**Cells colored by class**

The bar under the picture is 50 um long. Fill, decap, tap and diode cells in gray.
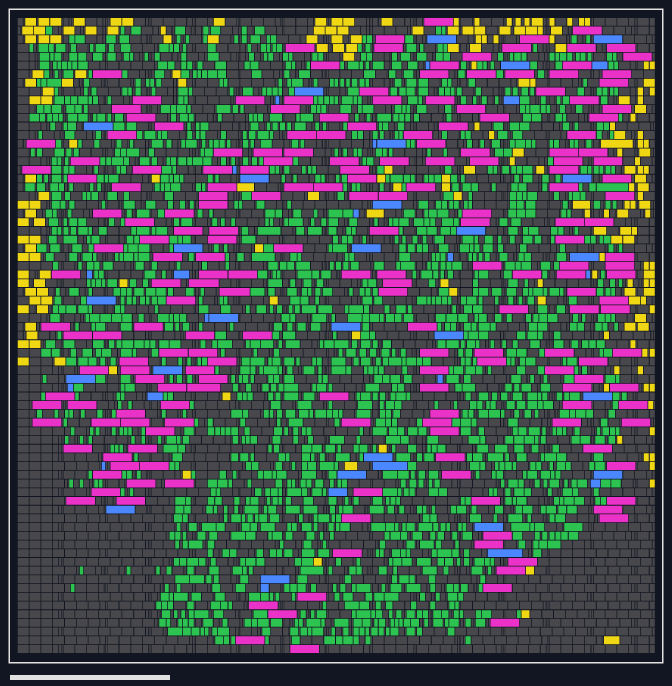
**Clock wires, drivers and flops**

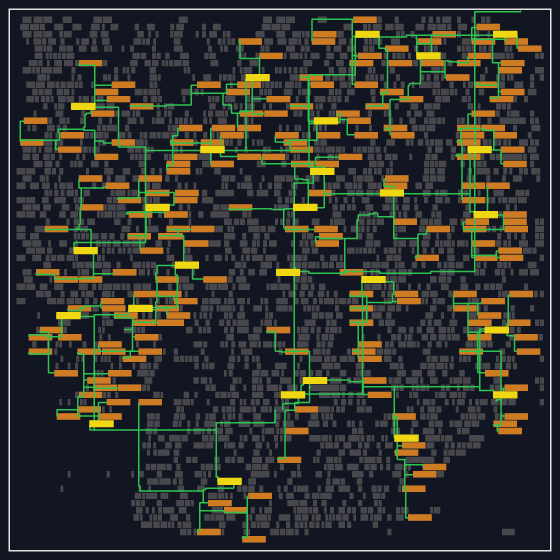
**Cell outlines without signal wires**

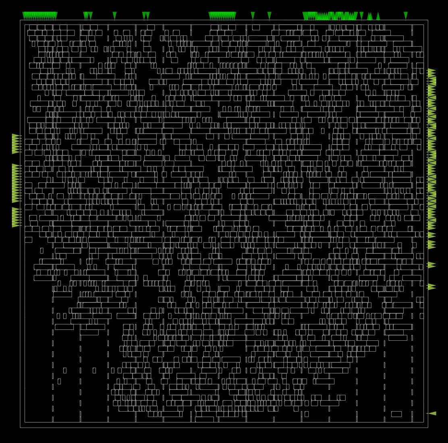
**Floorplan with the power grid**

Pins as bars on the die edge. Tap cells in gray.
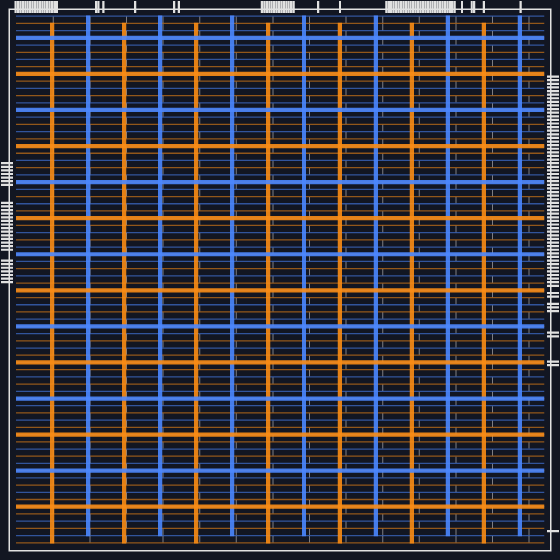
**Metal 2**

The bar under the picture is 50 um long.
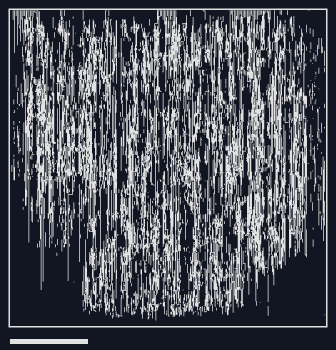
[config.mk]
export PLATFORM = sky130hd
export DESIGN_NAME = exe_muldiv_flat
export DESIGN_NICKNAME = d
export VERILOG_FILES = /design/src/rtl/mips_pkg.sv /design/src/rtl/exe_muldiv_if.sv /design/src/rtl/exe_muldiv.sv /design/src/flat_wrapper.sv
export SDC_FILE = /design/constraint.sdc
export NUM_CORES = 1
export LEC_CHECK = 0
export CORE_MARGIN = 2
export CORE_UTILIZATION = 43
export DETAILED_ROUTE_END_ITERATION = 8
export PLACE_DENSITY_LB_ADDON = 0.2
export SLEW_MARGIN = 40
export SYNTH_ARGS = -nofsm -noshare
export SYNTH_HDL_FRONTEND = slang
export SYNTH_SLANG_ARGS = --single-unit
[constraint.sdc]
create_clock -name clk -period 7.58 [get_ports clk]
set_input_delay 1.895 -clock clk [delete_from_list [all_inputs] [get_ports clk]]
set_output_delay 1.895 -clock clk [all_outputs]
set_load 0.1 [all_outputs]
[src/rtl/mips_pkg.sv]
// Shared MIPS datapath definitions used by the EXE-stage multiply/divide unit.
package mips_pkg;

  // Multiply/divide opcode as presented by the decoder
  typedef enum logic [1:0] {
    OP_MULT  = 2'b00,
    OP_MULTU = 2'b01,
    OP_DIV   = 2'b10,
    OP_DIVU  = 2'b11
  } muldiv_op_t;

  // Iterative unit sequencing
  typedef enum logic [1:0] {
    S_IDLE = 2'b00,
    S_CALC = 2'b01,
    S_FIX  = 2'b10
  } muldiv_state_t;

  // One radix-2 step per operand bit
  localparam int MULDIV_STEPS = 32;

endpackage

[src/rtl/exe_muldiv_if.sv]
// Issue/result bundle between the EXE-stage control and the multiply/divide unit.
interface exe_muldiv_if #(
  parameter int WIDTH = 32
);
  logic             start;
  logic [1:0]       op;
  logic [WIDTH-1:0] a;
  logic [WIDTH-1:0] b;
  logic             kill;
  logic             wr_hi;
  logic             wr_lo;
  logic [WIDTH-1:0] wdata;
  logic [WIDTH-1:0] hi;
  logic [WIDTH-1:0] lo;
  logic             busy;
  logic             done;
  logic             stall;

  // Pipeline control side: issues operations and MT writes, observes HI/LO
  modport master (
    output start, op, a, b, kill, wr_hi, wr_lo, wdata,
    input  hi, lo, busy, done, stall
  );

  // Multiply/divide unit side
  modport slave (
    input  start, op, a, b, kill, wr_hi, wr_lo, wdata,
    output hi, lo, busy, done, stall
  );
endinterface

[src/rtl/exe_muldiv.sv]
// Iterative 33-cycle MULT/MULTU/DIV/DIVU unit holding the HI/LO registers.
// Operands are reduced to magnitudes at launch, 32 radix-2 steps run on a
// shared 64-bit accumulator, and the sign fix-up happens in a final cycle.
module exe_muldiv
  import mips_pkg::*;
#(
  parameter int WIDTH = 32
) (
  input  logic         clk,
  input  logic         clrn,
  exe_muldiv_if.slave  m
);

  localparam int CNT_W = $clog2(MULDIV_STEPS);
  localparam logic [CNT_W-1:0] LAST_STEP = CNT_W'(MULDIV_STEPS - 1);

  // Two's-complement negate when n is set (single width)
  function automatic logic [WIDTH-1:0] neg_if(input logic n, input logic [WIDTH-1:0] v);
    return n ? -v : v;
  endfunction

  // Two's-complement negate when n is set (double width)
  function automatic logic [2*WIDTH-1:0] neg_if2(input logic n, input logic [2*WIDTH-1:0] v);
    return n ? -v : v;
  endfunction

  muldiv_state_t      state;
  logic [CNT_W-1:0]   count;
  logic               op_div;
  logic [2*WIDTH-1:0] acc;
  logic [WIDTH-1:0]   opnd;
  logic [WIDTH-1:0]   a_raw;
  logic               neg_res;
  logic               neg_rem;
  logic               div0;
  logic [WIDTH-1:0]   hi_r;
  logic [WIDTH-1:0]   lo_r;
  logic               done_r;

  muldiv_op_t         op_in;
  logic               in_signed;
  logic               in_div;
  logic               a_neg;
  logic               b_neg;
  logic [WIDTH-1:0]   mag_a;
  logic [WIDTH-1:0]   mag_b;
  logic [WIDTH:0]     mul_sum;
  logic [2*WIDTH-1:0] mul_next;
  logic [WIDTH:0]     div_diff;
  logic [2*WIDTH-1:0] div_next;
  logic [2*WIDTH-1:0] prod_fix;
  logic [WIDTH-1:0]   quo_fix;
  logic [WIDTH-1:0]   rem_fix;
  logic               busy;

  // Launch decode: sign flags and 32-bit unsigned magnitudes of the operands
  always_comb begin
    op_in     = muldiv_op_t'(m.op);
    in_signed = (op_in == OP_MULT) || (op_in == OP_DIV);
    in_div    = (op_in == OP_DIV) || (op_in == OP_DIVU);
    a_neg     = in_signed & m.a[WIDTH-1];
    b_neg     = in_signed & m.b[WIDTH-1];
    mag_a     = neg_if(a_neg, m.a);
    mag_b     = neg_if(b_neg, m.b);
  end

  // One radix-2 step: shift-add for multiply, restoring shift-subtract for divide.
  // Divide keeps the partial remainder in the high half and shifts quotient bits
  // into the low half; the remainder never exceeds the divisor, so the 33-bit
  // difference only needs its top bit to decide restore vs. accept.
  always_comb begin
    mul_sum  = {1'b0, acc[2*WIDTH-1:WIDTH]} + (acc[0] ? {1'b0, opnd} : '0);
    mul_next = {mul_sum, acc[WIDTH-1:1]};
    div_diff = acc[2*WIDTH-1:WIDTH-1] - {1'b0, opnd};
    div_next = div_diff[WIDTH] ? {acc[2*WIDTH-2:0], 1'b0}
                               : {div_diff[WIDTH-1:0], acc[WIDTH-2:0], 1'b1};
  end

  // Sign correction applied in FIX; remainder follows the dividend's sign
  always_comb begin
    prod_fix = neg_if2(neg_res, acc);
    quo_fix  = neg_if(neg_res, acc[WIDTH-1:0]);
    rem_fix  = neg_if(neg_rem, acc[2*WIDTH-1:WIDTH]);
  end

  // Sequencer, working registers and HI/LO
  always_ff @(posedge clk or negedge clrn) begin
    if (!clrn) begin
      state   <= S_IDLE;
      count   <= '0;
      op_div  <= 1'b0;
      acc     <= '0;
      opnd    <= '0;
      a_raw   <= '0;
      neg_res <= 1'b0;
      neg_rem <= 1'b0;
      div0    <= 1'b0;
      hi_r    <= '0;
      lo_r    <= '0;
      done_r  <= 1'b0;
    end else begin
      done_r <= 1'b0;
      case (state)
        S_IDLE: begin
          if (m.start) begin
            // start wins over a coincident MTHI/MTLO
            op_div  <= in_div;
            opnd    <= in_div ? mag_b : mag_a;
            acc     <= {{WIDTH{1'b0}}, (in_div ? mag_a : mag_b)};
            neg_res <= a_neg ^ b_neg;
            neg_rem <= a_neg;
            div0    <= (m.b == '0);
            a_raw   <= m.a;
            count   <= '0;
            state   <= S_CALC;
          end else begin
            if (m.wr_hi) hi_r <= m.wdata;
            if (m.wr_lo) lo_r <= m.wdata;
          end
        end
        S_CALC: begin
          if (m.kill) begin
            state <= S_IDLE;
          end else begin
            acc   <= op_div ? div_next : mul_next;
            count <= count + 1'b1;
            if (count == LAST_STEP) state <= S_FIX;
          end
        end
        S_FIX: begin
          // a flush arriving on the completion edge still discards the result
          if (!m.kill) begin
            if (!op_div) begin
              hi_r <= prod_fix[2*WIDTH-1:WIDTH];
              lo_r <= prod_fix[WIDTH-1:0];
            end else if (div0) begin
              hi_r <= a_raw;
              lo_r <= '1;
            end else begin
              hi_r <= rem_fix;
              lo_r <= quo_fix;
            end
            done_r <= 1'b1;
          end
          state <= S_IDLE;
        end
        default: state <= S_IDLE;
      endcase
    end
  end

  assign busy    = (state != S_IDLE);
  assign m.busy  = busy;
  assign m.done  = done_r;
  assign m.hi    = hi_r;
  assign m.lo    = lo_r;
  assign m.stall = m.start | busy;

endmodule

[src/flat_wrapper.sv]
// flat-port wrapper written by rule: the top's interface ports become plain ports
module exe_muldiv_flat import mips_pkg::*;
#(
  parameter int WIDTH = 32
)
  (clk, clrn, m_start, m_op, m_a, m_b, m_kill, m_wr_hi, m_wr_lo, m_wdata, m_hi, m_lo, m_busy, m_done, m_stall);
  exe_muldiv_if #(.WIDTH(WIDTH)) m_i ();
  input  logic clk;
  input  logic clrn;
  input wire logic [$bits(m_i.start)-1:0] m_start;
  input wire logic [$bits(m_i.op)-1:0] m_op;
  input wire logic [$bits(m_i.a)-1:0] m_a;
  input wire logic [$bits(m_i.b)-1:0] m_b;
  input wire logic [$bits(m_i.kill)-1:0] m_kill;
  input wire logic [$bits(m_i.wr_hi)-1:0] m_wr_hi;
  input wire logic [$bits(m_i.wr_lo)-1:0] m_wr_lo;
  input wire logic [$bits(m_i.wdata)-1:0] m_wdata;
  output wire logic [$bits(m_i.hi)-1:0] m_hi;
  output wire logic [$bits(m_i.lo)-1:0] m_lo;
  output wire logic [$bits(m_i.busy)-1:0] m_busy;
  output wire logic [$bits(m_i.done)-1:0] m_done;
  output wire logic [$bits(m_i.stall)-1:0] m_stall;
  assign m_i.start = m_start;
  assign m_i.op = m_op;
  assign m_i.a = m_a;
  assign m_i.b = m_b;
  assign m_i.kill = m_kill;
  assign m_i.wr_hi = m_wr_hi;
  assign m_i.wr_lo = m_wr_lo;
  assign m_i.wdata = m_wdata;
  assign m_hi = m_i.hi;
  assign m_lo = m_i.lo;
  assign m_busy = m_i.busy;
  assign m_done = m_i.done;
  assign m_stall = m_i.stall;
  exe_muldiv #(.WIDTH(WIDTH)) u_core (.clk(clk), .clrn(clrn), .m(m_i));
endmodule
==> results.yml <==
# synthesis and place-and-route metrics
synthesis:
  edf_count: 0
  ys_area_um2: 17100
  ys_types: 79
  adder_share: 0.0535
  synthTopLogicFamily: "AND-OR/OR-AND gates"
  xor_area_frac: 0.102
  yosys_register_bits: 204
  ys_sh_simple: 0.210
  ys_sh_mux: 0.0331
  synthArstFlopShare: 1.00
layout:
  nClkBuffers: 37
  nNonClkBuffers: 202
  clk_share: 0.0431
  syn_to_final_growth_pct: 15.1
  top_register: "u_core.acc"
  buf_share: 0.0839
  mi_logic_area_um2: 11200
  layout-drive-gt1-share: 0.0780
  sh_comb_area: 0.568
  layout.cells.most_common: "nand2_1"
  inverters: 65
  most-common-layout-cells: "nand2_1 (325), a21oi_1 (201), dfrtp_1 (201)"
clock_network:
  tritoncts: "yes"
  cts_setup_buffers: 0
  clk_pin_slew_worst_paths_ps: 60
  ctsResizeCount: 0
  cts-htree-levels: 1
  cts_hold_buf: 0
timing:
  setup_viol: 0
  max-slew-margin-rel: 0.448
  post-route-min-period_ps: 5010
  drv_slew: 0
pwr:
  intPower_mw: 3.62
  power.leakage_nw: 8.42
  seq_power_share: 0.263
  p_sw_frac: 0.525
  p_comb_mw: 4.37
  power_density_nw_per_um2: 387
worst_hold_path:
  holdCritPathClass: "reg2reg"
  hold_depth: 2
outcome:
  status: "complete, no violations"
setup_path:
  r2r_slack_ps: 3440
  setup.worst_path.class: "in2out"
  cp_max_fo: 4
  cpMaxStageDelayCell: "clkdlybuf4s50_1"
  cp-endpoint: "m_stall"
  slowest_delay_ps: 460
  crit_chain: "clkdlybuf4s50_1 -> or3_1 -> buf_2"
place:
  port_buffers: 170
  dp_hpwl_um: 51600
  dp_slack_ps: 2050
  placed_cell_area_um2: 18900
route:
  drtIter0Drc: 1682
  avgRoutedWirePerCell_um: 23.3
  wl_met3_um: 6420
global_route:
  grt_pass1_wl_um: 100000
  grt_max_degree: 79
  global_route.usage.met3: 0.0524
job:
  max_cap_violations: 0
die:
  die_area_um2: 41500
  io_pins: 171
About 'cells colored by class':
[registers] magenta | cells: 204 | share of their area: 27%
[remaining buffers and delay cells] yellow | cells: 202 | share of their area: 8.7%
[remaining logic cells] green | cells: 1881 | share of their area: 60%
[clock drivers and dummy loads] blue | cells: 47 | share of their area: 4.5%
total core area: 39500 um2
Final Util: 0.499
Finished Cell Area: 19700 um2
Seq/total area: 0.259
Rows: 73

About 'clock wires, drivers and flops':
[clock wires] green | length: 3160 um
[clock-net drivers] yellow | count: 26
[flip-flops] orange | count: 204
flops lie: spread over the die
power of the clock network: 1.24 mW
clk_skew: 28.6 ps
Clk pwr share: 0.163
Late-Pin Clk Latency: 570 ps

About 'cell outlines without signal wires':
filler cell count: 3900
num sequential: 204
Final Instance Count excl. Fillers: 2860
# Taps: 525

About 'floorplan with the power grid':
[VSS] orange
[VDD] blue
met4 straps: 14
signal pins: 171
met5 straps: 14
met1 rails: 74
rows: 73
Die Y-Extent: 204 um
Die X: 204 um
VDD IR max: 0.212 mV

About 'metal 2':
main direction: vertical
share of all routed wire: 42%
nets with wire on the layer: 1969
Routed WL: 66600 um
met2 Usage GRT: 0.463
DR vias: 17.6k

Power is estimated from default activity; no workload was simulated.
